==> config.mk <==
export PLATFORM = sky130hd
export DESIGN_NAME = tick_period_meter
export DESIGN_NICKNAME = d
export VERILOG_FILES = /design/src/rtl/tpm_pkg.sv /design/src/rtl/tpm_sat_cnt.sv /design/src/rtl/tick_period_meter.sv
export SDC_FILE = /design/constraint.sdc
export NUM_CORES = 1
export LEC_CHECK = 0
export CAP_MARGIN = 10
export CORE_MARGIN = 10
export CORE_UTILIZATION = 45
export DETAILED_ROUTE_END_ITERATION = 7
export PLACE_DENSITY_LB_ADDON = 0.15
export SLEW_MARGIN = 20
export SYNTH_ARGS = -nofsm -noshare
export SYNTH_HDL_FRONTEND = slang
export SYNTH_SLANG_ARGS = --single-unit
==> constraint.sdc <==
create_clock -name clk -period 2.2 [get_ports clk]
set_input_delay 0.44 -clock clk [delete_from_list [all_inputs] [get_ports clk]]
set_output_delay 0.44 -clock clk [all_outputs]
set_load 0.1 [all_outputs]
==> src/rtl/tpm_pkg.sv <==
// tpm_pkg
// Shared definitions for tick_period_meter and its sub-modules:
//   - FSM state enum and the matching legacy state constants
//   - legal range of the LOCK_CNT parameter
//   - width of the equal-period match counter
package tpm_pkg;

    typedef enum logic [1:0] {
        TPM_IDLE    = 2'd0,
        TPM_MEASURE = 2'd1,
        TPM_LOCKED  = 2'd2
    } tpm_state_e;

    // Plain constants so the state register can stay a simple logic vector.
    localparam logic [1:0] ST_IDLE    = TPM_IDLE;
    localparam logic [1:0] ST_MEASURE = TPM_MEASURE;
    localparam logic [1:0] ST_LOCKED  = TPM_LOCKED;

    localparam int LOCK_CNT_MIN = 2;
    localparam int LOCK_CNT_MAX = 15;

    // Holds values up to LOCK_CNT_MAX-1.
    localparam int MATCH_W = 4;

endpackage

==> src/rtl/tpm_sat_cnt.sv <==
// tpm_sat_cnt
// W-bit up counter used to measure the spacing between ticks.
// Ports:
//   clk  - clock, rising edge
//   clr  - synchronous clear to 0 (priority over inc)
//   inc  - increment by one this cycle
//   cnt  - current count
//   tc   - terminal-count flag, high while cnt == 2^W-2
module tpm_sat_cnt #(
    parameter int W = 8
) (
    input  logic         clk,
    input  logic         clr,
    input  logic         inc,
    output logic [W-1:0] cnt,
    output logic         tc
);

    localparam logic [W-1:0] ALL_ONES = '1;
    localparam logic [W-1:0] TC_VAL   = ALL_ONES - W'(1);

    // The owner clears the counter at the terminal count, so the hold at
    // all-ones only guards against wrapping if it is ever left running.
    always_ff @(posedge clk) begin
        if (clr) begin
            cnt <= '0;
        end else if (inc && (cnt != ALL_ONES)) begin
            cnt <= cnt + W'(1);
        end
    end

    assign tc = (cnt == TC_VAL);

endmodule

==> src/rtl/tick_period_meter.sv <==
// tick_period_meter
// Measures the spacing, in enabled clk cycles, between successive tick
// pulses. Reports each measured period with a one-cycle valid pulse, raises
// locked once LOCK_CNT consecutive equal periods have been seen, and pulses
// timeout when no tick arrives within 2^W-1 enabled cycles.
// Optional build macro:
//   TICK_EDGE_EN - tick is treated as a level; its rising edge (sampled on
//                  enabled cycles) is the event being measured.
// Ports:
//   clk     - clock, rising edge
//   rst     - synchronous reset, active-high
//   clr     - synchronous soft clear, same effect as rst
//   en      - count enable; cycles with en=0 are invisible
//   tick    - pulse to be measured, sampled only when en=1
//   period  - last measured period (W bits)
//   valid   - one-cycle pulse, period updated this cycle
//   locked  - period stable for LOCK_CNT measurements
//   timeout - one-cycle pulse, no tick within 2^W-1 enabled cycles
module tick_period_meter
    import tpm_pkg::*;
#(
    parameter int W        = 8,
    parameter int LOCK_CNT = 3
) (
    input  logic         clk,
    input  logic         rst,
    input  logic         clr,
    input  logic         en,
    input  logic         tick,
    output logic [W-1:0] period,
    output logic         valid,
    output logic         locked,
    output logic         timeout
);

    // Out-of-range LOCK_CNT values are pulled back into the legal range.
    localparam int LOCK_EFF = (LOCK_CNT < LOCK_CNT_MIN) ? LOCK_CNT_MIN :
                              (LOCK_CNT > LOCK_CNT_MAX) ? LOCK_CNT_MAX : LOCK_CNT;
    localparam logic [MATCH_W-1:0] MATCH_TOP = MATCH_W'(LOCK_EFF - 1);

    logic               sclr;
    logic               itick;
    logic [1:0]         state;
    logic               active;
    logic [MATCH_W-1:0] match;
    logic [MATCH_W-1:0] match_next;
    logic [W-1:0]       cnt;
    logic               cnt_tc;
    logic               cnt_clr;
    logic               cnt_inc;
    logic [W-1:0]       new_period;
    logic               same;

    assign sclr = rst | clr;

`ifdef TICK_EDGE_EN
    // Previous tick level, only advanced on enabled cycles so a level held
    // across disabled cycles still counts as one event.
    logic tick_q;

    always_ff @(posedge clk) begin
        if (sclr) begin
            tick_q <= 1'b0;
        end else if (en) begin
            tick_q <= tick;
        end
    end

    assign itick = tick & ~tick_q;
`else
    assign itick = tick;
`endif

    assign active = (state != ST_IDLE);

    // The counter restarts on every accepted tick (including the arming tick
    // in IDLE) and on timeout; it only runs while a measurement is open.
    assign cnt_clr = sclr | (en & itick) | (en & active & cnt_tc);
    assign cnt_inc = en & active & ~itick;

    tpm_sat_cnt #(
        .W (W)
    ) u_cnt (
        .clk (clk),
        .clr (cnt_clr),
        .inc (cnt_inc),
        .cnt (cnt),
        .tc  (cnt_tc)
    );

    // The tick cycle itself is part of the interval, hence the +1.
    assign new_period = cnt + W'(1);
    assign same       = (new_period == period);

    always_comb begin
        match_next = '0;
        if (same) begin
            match_next = (match == MATCH_TOP) ? match : match + MATCH_W'(1);
        end
    end

    always_ff @(posedge clk) begin
        if (sclr) begin
            state   <= ST_IDLE;
            period  <= '0;
            valid   <= 1'b0;
            locked  <= 1'b0;
            timeout <= 1'b0;
            match   <= '0;
        end else begin
            valid   <= 1'b0;
            timeout <= 1'b0;
            if (en) begin
                case (state)
                    ST_IDLE: begin
                        if (itick) begin
                            state <= ST_MEASURE;
                        end
                    end
                    default: begin
                        // A tick on the threshold cycle wins over timeout.
                        if (itick) begin
                            period <= new_period;
                            valid  <= 1'b1;
                            match  <= match_next;
                            if (same && (match_next == MATCH_TOP)) begin
                                locked <= 1'b1;
                                state  <= ST_LOCKED;
                            end else if (!same) begin
                                locked <= 1'b0;
                                state  <= ST_MEASURE;
                            end
                        end else if (cnt_tc) begin
                            timeout <= 1'b1;
                            locked  <= 1'b0;
                            match   <= '0;
                            state   <= ST_IDLE;
                        end
                    end
                endcase
            end
        end
    end

endmodule

==> flow_metrics.py <==
# Auto-generated metrics
metrics = {
    "logic_synthesis": {
        "synthDistinctLibCells": 41,
        "post_synth_mux_share": 0.0131,
        "synth_area_um2": 1520,
        "synth_sequential_area_ratio": 0.328,
        "ranking_of_synthesized_cells_by_area": "dfxtp_1 33%, nor2_1 6.9%, xnor2_1 5.2%",
        "yosys-top-cells-count": "28 x nor2_1, 25 x dfxtp_1, 12 x nand2_1",
        "ys.warnings.count": 0,
        "syn_area_cell_um2": 8.61,
        "xor_area_frac": 0.134,
        "asyncSetResetFlopFracSynth": 0,
        "synth.cellmix.compoundShare": 0.163,
    },
    "cells_and_area": {
        "layout.area.seq_um2": 502,
        "largest_registers_in_the_final_layout": "period x8, u_cnt.cnt x8, match x4",
        "clock_buffers": 3,
        "antenna-diode-count": 0,
        "mostFrequentLayoutCells": "27 x nor2_1, 24 x dfxtp_1, 20 x buf_4",
        "post_route_cells_drive_above_1_share": 0.196,
        "layout.area.top_class": "logic gates",
        "nMultiInputCombCells": 135,
    },
    "clocking": {
        "clock_sink_count": 25,
        "post_cts_resize_count": 0,
        "worst_case_clock_buffer_depth": 2,
        "ctsRootBufferMaster": "clkbuf_4",
        "hold_buf_count_cts": 0,
        "cts.clk_slew.worst_paths_ns": 0.13,
        "clock_latency_ns": 0.32,
        "post_cts_buffers": 0,
    },
    "timing": {
        "slew_headroom": 0.713,
        "whs_ns": 0.502,
        "hold_viol_final": 0,
        "max_slew_violation_count": 0,
        "totalNegativeSetupSlack_ns": 0,
        "skew_ns": 0.0107,
        "worst_slew_pin_slew_ns": 0.427,
        "setup_viol": 0,
        "rsz0062_at_grt": "no",
    },
    "floorplan": {
        "die-area_um2": 6110,
        "die_width_um": 78.2,
        "floorplanUtilization": 0.460,
        "ios": 16,
        "fp.dieH_um": 78.2,
    },
    "drt": {
        "met3RoutedLength_um": 135,
        "detailedRoute.firstPassIterationCount": 4,
        "met1_length_um": 1480,
        "dr.first_iter.drc_count": 49,
        "highest-signal-layer": "met4",
        "postRouteAntennaNets": 0,
        "viasPerCell": 5.35,
        "route.detailed.wl_per_inst_um": 13.8,
    },
    "pwr": {
        "power.switching_mw": 0.169,
        "combinationalPowerShare": 0.067,
        "power.internal_mw": 0.541,
        "ir_drop_uv": 208,
        "share_clk_of_total_power": 0.290,
        "pwr.group.sequential_mw": 0.457,
    },
    "placement": {
        "hpwl_dp_um": 2600,
        "place_area_um2": 1690,
        "port_buffers": 15,
        "gp_congestion": 0.831,
    },
    "worst_setup_path": {
        "cp_max_fo": 6,
        "criticalPathCategory": "flip-flop to flip-flop",
        "reg2reg_setup_slack_ns": 0.21,
        "cp-startpoint": "u_cnt.cnt[0]$_SDFFE_PP0P_",
        "crit_end": "locked$_SDFFE_PP0P_",
        "critical_path.reg2reg.endpoint": "locked$_SDFFE_PP0P_",
        "critical_path.slowest_cell": "dfxtp_2",
        "timing.critical_path.cells": "inv_1 -> ha_1 -> xor2_1 -> nand3_1 -> a31oi_1 -> and3_1 -> buf_4 -> o211ai_1 -> a21oi_1",
        "top_delay_family_on_crit_path": "flip-flops",
        "timing.critical_path.depth": 9,
        "critical-path-max-stage-delay_ns": 0.40,
        "critical_path_arrival_ns": 2.25,
        "critPathLaunchType": "flip-flop",
    },
    "hold_path": {
        "holdCritPathClass": "flip-flop to flip-flop",
        "worstHoldEndpoint": "locked$_SDFFE_PP0P_",
    },
    "grt": {
        "grt_most_used_layer": "met2",
        "antenna_found_initial": 0,
        "overflow": 0,
        "grt_pass1_vias": 1261,
    },
    "run_status": {
        "result_of_the_run": "completed",
    },
}
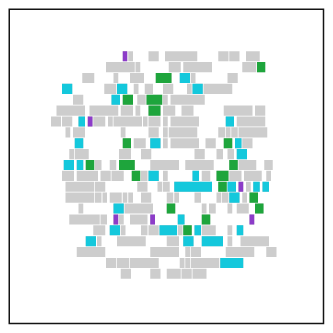
*Gate families picked out*
(4 px per um)
Key: purple = inverters [cells 6]; green = AND and OR gates [cells 18]; cyan = inverting AOI/OAI gates [cells 30]
most common cell after layout, fill and taps aside: nor2_1
non-filler cells in the finished layout: 240
Comb area share: 0.536

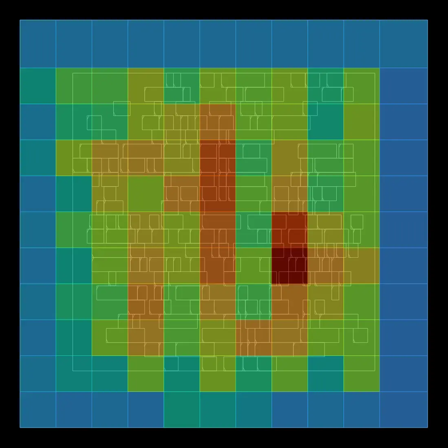
*Routing congestion map*
final core occ: 0.520
met1 capacity usage during global routing: 0.139
Global Route met2 Usage: 0.185
total global-route track usage: 0.114

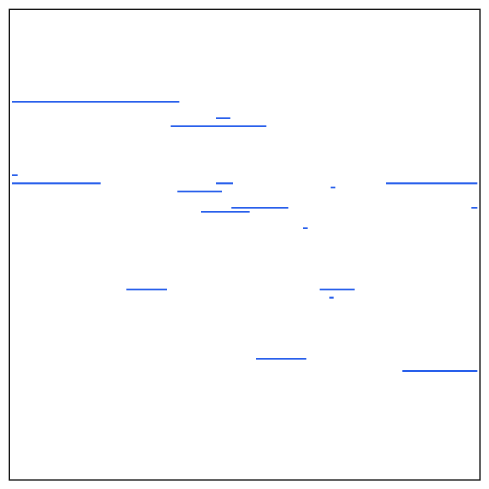
*Met3 routing*
(6 px per um)
The layer holds 4.1% of the routed length. The longest straight run is 27.6 um. 14 nets have wire on it. The layer carries 136 um of wire. The wires run mostly horizontal.
total via count in the routed design: 1285
global routing usage on met3: 0.0251
routed wire length: 3310 um

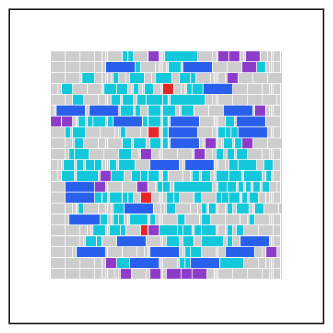
*Placement by cell class*
(4 px per um) Fill, decap, tap and diode cells in grey.
Key: blue = flip-flops [cells 25]; cyan = all other logic [cells 141]; purple = other buffers and delay cells [cells 24]; red = clock drivers and dummy loads [cells 4]
number of standard-cell rows in the floorplan: 21
fraction of area in registers: 0.291
Core Region: 3310 um2
area of all placed cells without fillers: 1720 um2

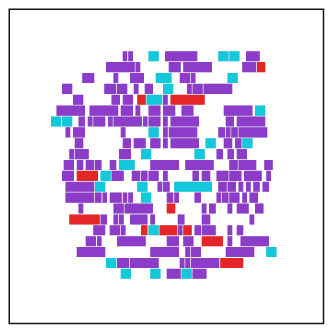
*Drive-strength map*
(4 px per um)
Key: red = drive 2 [cells 11, share 5.7%, most used or2_2]; cyan = drive 3 to 4 [cells 27, share 14%, most used buf_4]; purple = drive 1 or less [cells 156, share 80%, most used nor2_1]
count of plain and timing-repair buffers in the layout: 24
worst-case setup margin in the final layout: 0.207 ns
Area growth syn-to-layout: 13.1%

Power and IR drop assume default switching activity.
